===== src/rtl/draw_arbiter.sv =====
// draw_arbiter: shares the single VGA adapter write port between NREQ drawing
// engines. It picks a requester by round-robin (gated to frame ticks), sends it
// a one-cycle go pulse, and forwards its pixel stream until its busy drops.
//
// Optional feature macro: DRAW_ARB_PRIORITY_EN
//   defined   -> engine 0 wins whenever it requests; ptr is left untouched when
//                engine 0 is served, so the others rotate among themselves.
//   undefined -> pure round-robin.
//
// Ports:
//   clk, reset             clock, synchronous active-high reset
//   frame                  one-cycle frame tick (new grants only on it if FRAME_GATE)
//   req[NREQ]              level request per engine
//   busy[NREQ]             draw_state of each engine
//   in_x/in_y/in_colour    packed per-engine pixel fields, engine i at [i*W +: W]
//   in_plot[NREQ]          per-engine plot strobe
//   go[NREQ]               one-hot, one-cycle start pulse to the granted engine
//   grant[NREQ]            one-hot, high for the whole ownership
//   vga_x/y/colour/plot    forwarded pixel stream to the adapter (latency 1)
//   arb_busy               high whenever the arbiter is not idle
module draw_arbiter #(
    parameter int unsigned NREQ       = 3,
    parameter int unsigned XW         = 10,
    parameter int unsigned YW         = 10,
    parameter int unsigned CW         = 3,
    parameter int unsigned FRAME_GATE = 1,
    parameter int unsigned START_TO   = 15
) (
    input  logic                 clk,
    input  logic                 reset,
    input  logic                 frame,
    input  logic [NREQ-1:0]      req,
    input  logic [NREQ-1:0]      busy,
    input  logic [NREQ*XW-1:0]   in_x,
    input  logic [NREQ*YW-1:0]   in_y,
    input  logic [NREQ*CW-1:0]   in_colour,
    input  logic [NREQ-1:0]      in_plot,
    output logic [NREQ-1:0]      go,
    output logic [NREQ-1:0]      grant,
    output logic [XW-1:0]        vga_x,
    output logic [YW-1:0]        vga_y,
    output logic [CW-1:0]        vga_colour,
    output logic                 vga_plot,
    output logic                 arb_busy
);

    localparam int unsigned IW = (NREQ > 2) ? 2 : 1;
    localparam int unsigned TW = $clog2(START_TO + 1);

    typedef enum logic [2:0] {
        IDLE,
        START,
        WAIT_BUSY,
        DRAW,
        RELEASE
    } state_t;

    state_t          state;
    logic [IW-1:0]   ptr;
    logic [IW-1:0]   winner;
    logic [TW-1:0]   to_cnt;

    logic [IW-1:0]   pick_c;
    logic            pick_vld_c;
    logic [XW-1:0]   sel_x_c;
    logic [YW-1:0]   sel_y_c;
    logic [CW-1:0]   sel_colour_c;
    logic            sel_plot_c;
    logic            sel_busy_c;
    logic            grant_ok_c;

    function automatic logic [NREQ-1:0] onehot(input logic [IW-1:0] idx);
        logic [NREQ-1:0] v;
        v = '0;
        v[idx] = 1'b1;
        return v;
    endfunction

    // Requester selection: first requester after ptr, wrapping modulo NREQ.
    always_comb begin
        pick_c     = '0;
        pick_vld_c = 1'b0;
`ifdef DRAW_ARB_PRIORITY_EN
        if (req[0]) begin
            pick_vld_c = 1'b1;
            pick_c     = '0;
        end
`endif
        for (int unsigned k = 1; k <= NREQ; k++) begin
            int unsigned idx;
            idx = (32'(ptr) + k) % NREQ;
            if (!pick_vld_c && req[IW'(idx)]) begin
                pick_vld_c = 1'b1;
                pick_c     = IW'(idx);
            end
        end
    end

    // Winner's stream fields, muxed out of the packed inputs.
    always_comb begin
        sel_x_c      = in_x[32'(winner)*XW +: XW];
        sel_y_c      = in_y[32'(winner)*YW +: YW];
        sel_colour_c = in_colour[32'(winner)*CW +: CW];
        sel_plot_c   = in_plot[winner];
        sel_busy_c   = busy[winner];
    end

    assign grant_ok_c = pick_vld_c && ((FRAME_GATE == 0) || frame);

    // Ownership FSM; every output is registered here.
    always_ff @(posedge clk) begin
        if (reset) begin
            state      <= IDLE;
            ptr        <= IW'(NREQ - 1);
            winner     <= '0;
            to_cnt     <= '0;
            go         <= '0;
            grant      <= '0;
            vga_x      <= '0;
            vga_y      <= '0;
            vga_colour <= '0;
            vga_plot   <= 1'b0;
            arb_busy   <= 1'b0;
        end else begin
            case (state)
                IDLE: begin
                    if (grant_ok_c) begin
                        winner   <= pick_c;
                        grant    <= onehot(pick_c);
                        go       <= onehot(pick_c);
                        arb_busy <= 1'b1;
                        state    <= START;
                    end
                end
                START: begin
                    go     <= '0;
                    to_cnt <= '0;
                    state  <= WAIT_BUSY;
                end
                WAIT_BUSY: begin
                    vga_x      <= sel_x_c;
                    vga_y      <= sel_y_c;
                    vga_colour <= sel_colour_c;
                    vga_plot   <= sel_plot_c;
                    if (sel_busy_c) begin
                        state <= DRAW;
                    end else if (to_cnt == TW'(START_TO - 1)) begin
                        // lost start: engine never acknowledged go
                        state <= RELEASE;
                    end else begin
                        to_cnt <= to_cnt + 1'b1;
                    end
                end
                DRAW: begin
                    // the pixel presented alongside busy falling is still forwarded
                    vga_x      <= sel_x_c;
                    vga_y      <= sel_y_c;
                    vga_colour <= sel_colour_c;
                    vga_plot   <= sel_plot_c;
                    if (!sel_busy_c) begin
                        state <= RELEASE;
                    end
                end
                RELEASE: begin
                    grant    <= '0;
                    vga_plot <= 1'b0;
                    arb_busy <= 1'b0;
`ifdef DRAW_ARB_PRIORITY_EN
                    if (winner != '0) begin
                        ptr <= winner;
                    end
`else
                    ptr <= winner;
`endif
                    state <= IDLE;
                end
                default: begin
                    state <= IDLE;
                end
            endcase
        end
    end

endmodule

===== config.mk =====
export PLATFORM = sky130hd
export DESIGN_NAME = draw_arbiter
export DESIGN_NICKNAME = d
export VERILOG_FILES = /design/src/rtl/draw_arbiter.sv
export SDC_FILE = /design/constraint.sdc
export NUM_CORES = 1
export LEC_CHECK = 0
export CAP_MARGIN = 20
export CELL_PAD_IN_SITES_DETAIL_PLACEMENT = 2
export CELL_PAD_IN_SITES_GLOBAL_PLACEMENT = 2
export CORE_MARGIN = 3
export CORE_UTILIZATION = 20
export CTS_CLUSTER_SIZE = 16
export DETAILED_ROUTE_END_ITERATION = 12
export GPL_ROUTABILITY_DRIVEN = 1
export PLACE_DENSITY = 0.83
export REMOVE_ABC_BUFFERS = 1
export SYNTH_ARGS = -nofsm -noshare
export SYNTH_HDL_FRONTEND = slang
export SYNTH_SLANG_ARGS = --single-unit
export TNS_END_PERCENT = 50

===== constraint.sdc =====
create_clock -name clk -period 2 [get_ports clk]
set_input_delay 0.4 -clock clk [delete_from_list [all_inputs] [get_ports clk]]
set_output_delay 0.4 -clock clk [all_outputs]
set_load 0.01 [all_outputs]

Figure 1. Sequential cells grouped by signal name (run 1).
Scale bar: 20 um.
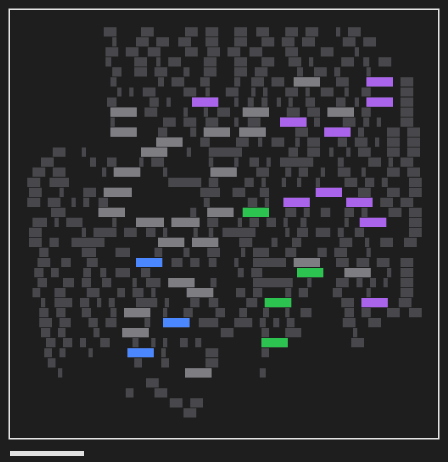
[blue] `go` | flops: 3
[purple] `vga_y` | flops: 10
[green] `to_cnt` | flops: 4
Seq/total area: 21.1%
Seq. pwr: 0.000985 W

Figure 2. Placement by cell class (run 1).
Scale bar: 20 um.
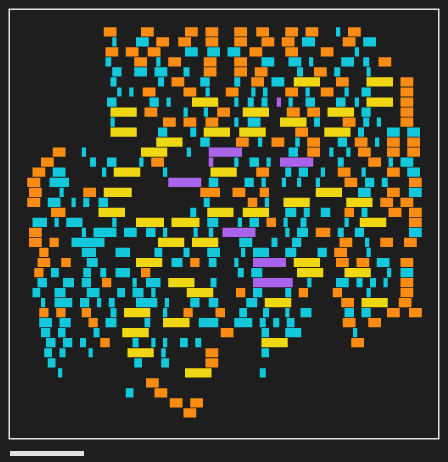
[purple] clock drivers and dummy loads | cells: 8 | share of their area: 4.2%
[orange] other buffers and delay cells | cells: 135 | share of their area: 34%
[cyan] all other logic | cells: 232 | share of their area: 40%
[yellow] flops | cells: 42 | share of their area: 22%

Figure 3. Selected gate families (run 1).
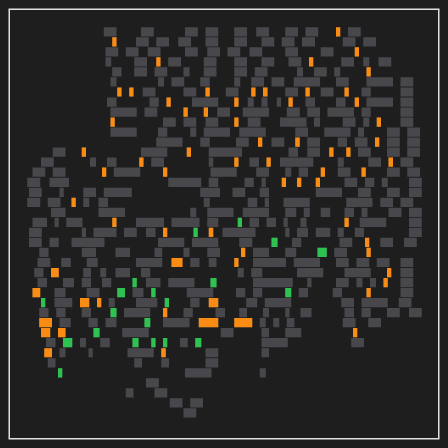
[orange] NOR gates | cells: 67 | most used: nor2_1
[green] NAND gates | cells: 20 | most used: nand2_1

Figure 4. Signal wires by layer (run 1).
Scale bar: 20 um. Two of the layers only.
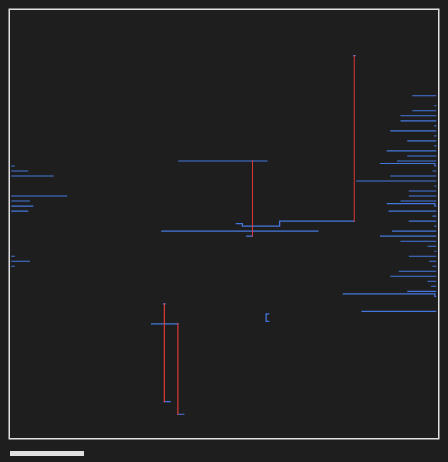
[red] met4 | wire length: 116 um
[blue] met3 | wire length: 486 um
Avg WL per Cell: 18.4 um
Tot GR Track Use: 14.9%
Final Routed Wirelength: 10,300 um
via count: 2,729

run 1: state kept, by name, summed over array words and instances (netlist names):
signal,flops
vga_plot,1
vga_x,10
ptr,2
grant,3
state,3
vga_y,10
arb_busy,1
vga_colour,3
to_cnt,4
go,3
winner,2
run 1: layer usage:
| metal | part of all wire [%] | global-route usage [%] | up-vias |
|---|---|---|---|
| li1 | - | - | 1321 |
| met1 | 41 | 17.5 | 1335 |
| met2 | 54 | 28.3 | 65 |
| met3 | 4.7 | 2.35 | 8 |
| met4 | 1.1 | 3.40 | 0 |
| met5 | 0 | 0 | - |
run 1: worst max-delay path: cells and delay by family, from the launching register on:
family,cells,cell delay (ns)
DFF,1,0.38
adders and majority gates,1,0.19
and+or+nand+nor,1,0.41
buffers and inverters,1,0.08
AOI/OAI and AO/OA,3,0.77
==> flow_metrics.tcl, run 1 <==
# flow metrics
set metrics [dict create \
    status "completed" \
    r2r-start "ptr[1]" \
    whs_endpoint "go[0]" \
    ff_type "dfxtp_1" \
    ys_sh_adder_pct 2.58 \
    placed_cell_area_mm2 0.00378 \
    period_used_pct 97.2 \
    slowest_delay_ns 0.41 \
    min-delay-start "go[0]" \
    p_int_w 0.00199 \
    rrSetupSlack_ns 0.06 \
    rr_endpoint "winner[0]" \
    maxCapViolations 0 \
    dr.first_iter.drc_count 83 \
    io_buffers 111 \
    cts-htree-levels 2 \
    viasPerCell 4.87 \
    drive_gt1_share_pct 10.8 \
    cts-resized-gates 3 \
    grt_max_degree 50 \
    top_cell_area_share_pct 34.7 \
    comb_cells 222 \
    synth.most_common_cell "nor2_1" \
    reg2regPathDepth 6 \
    top_logic_kind "AND-OR/OR-AND gates" \
    grt_first_pass_wirelength_um 16000 \
]
## Run 2: what changed since run 1
Settings changed: CORE_ASPECT_RATIO set to 0.6, SLEW_MARGIN set to 20.
==> flow_metrics.tcl, run 2 <==
# flow metrics
set metrics [dict create \
    num_vias 2758 \
    top_regs "vga_x (10), vga_y (10), to_cnt (4)" \
    cts-htree-levels 2 \
    finalWirelength_um 10100 \
    wl_met3_um 728 \
    period_used_pct 96.3 \
    path_buffers 2 \
    grt_first_pass_wirelength_um 15900 \
    ys_sh_adder_pct 2.58 \
    top_layer "met4" \
    p_int_w 0.00199 \
    reg2regPathDepth 6 \
    rr_endpoint "winner[0]" \
    use_met2_pct 24.9 \
    placed_cell_area_mm2 0.00381 \
    r2r-start "ptr[0]" \
    io_buffers 111 \
    viasPerCell 4.77 \
    maxCapViolations 0 \
    wl_met1_um 4320 \
    synth.most_common_cell "nor2_1" \
    grt_util_met1_pct 16.8 \
    grt_max_degree 48 \
    wire_per_inst_um 17.5 \
    slowest_delay_ns 0.42 \
    dr_wl_met2_um 4940 \
    status "completed" \
    met3_usage_pct 5.64 \
    crit_cells 6 \
    grt.busiest_layer "met2" \
    ff_type "dfxtp_1" \
    rrSetupSlack_ns 0.07 \
    cts-resized-gates 4 \
    critPathTopFamily "AND-OR/OR-AND gates" \
]
## run 2: per-stage QoR
step,setup TNS [ns],worst slack [ns],utilization [%],std cells
2_1_floorplan,-16.02,-1.12,-,274
3_3_place_gp,-0.580,-0.0893,32.9,570
3_5_place_dp,-1.68,-0.215,32.9,570
4_1_cts,0,0.00579,34.4,578
5_1_grt,-0.0446,-0.0189,34.8,578
6_report,0,0.0740,34.8,578
## run 2: cell type report
| class | count | share of cell area, % |
|---|---|---|
| inverter | 10 | 0.932 |
| tap | 160 | 4.97 |
| clock inverter | 1 | 0.745 |
| timing repair buffer | 136 | 32.2 |
| multi-input combinational | 222 | 36.9 |
| sequential | 42 | 21.0 |
| clock buffer | 7 | 3.29 |
Figure 5. Selected gate families (run 2).
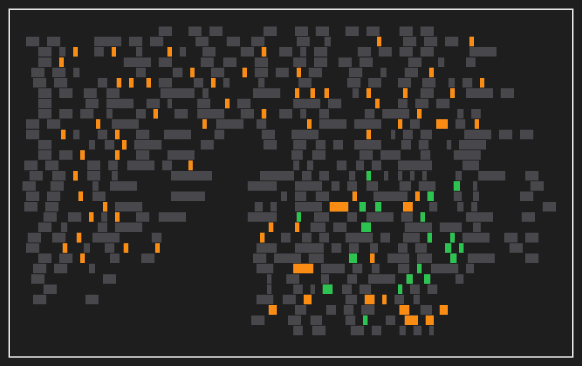
[orange] NOR gates | cells: 67 | most used: nor2_1 | where: all over the die
[green] NAND gates | cells: 20 | most used: nand2_1

Figure 6. Signal wires by layer (run 2).
Scale bar: 50 um. Two of the layers only.
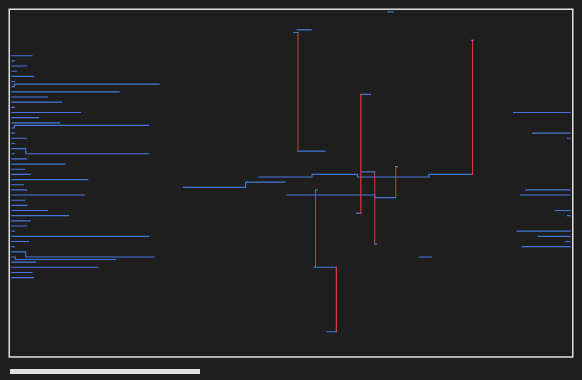
[red] met4 | wire length: 163 um
[blue] met3 | wire length: 728 um

Figure 7. Sequential cells grouped by signal name (run 2).
Scale bar: 50 um.
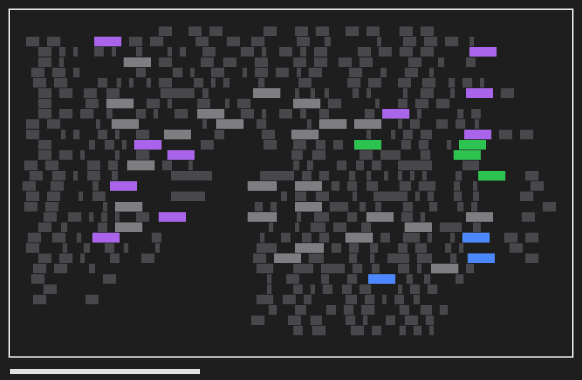
[purple] `vga_y` | flops: 10
[blue] `go` | flops: 3
[green] `to_cnt` | flops: 4 | where: middle right
not coloured: 25

Power figures rest on the tool's default switching activity, not on a simulated workload.
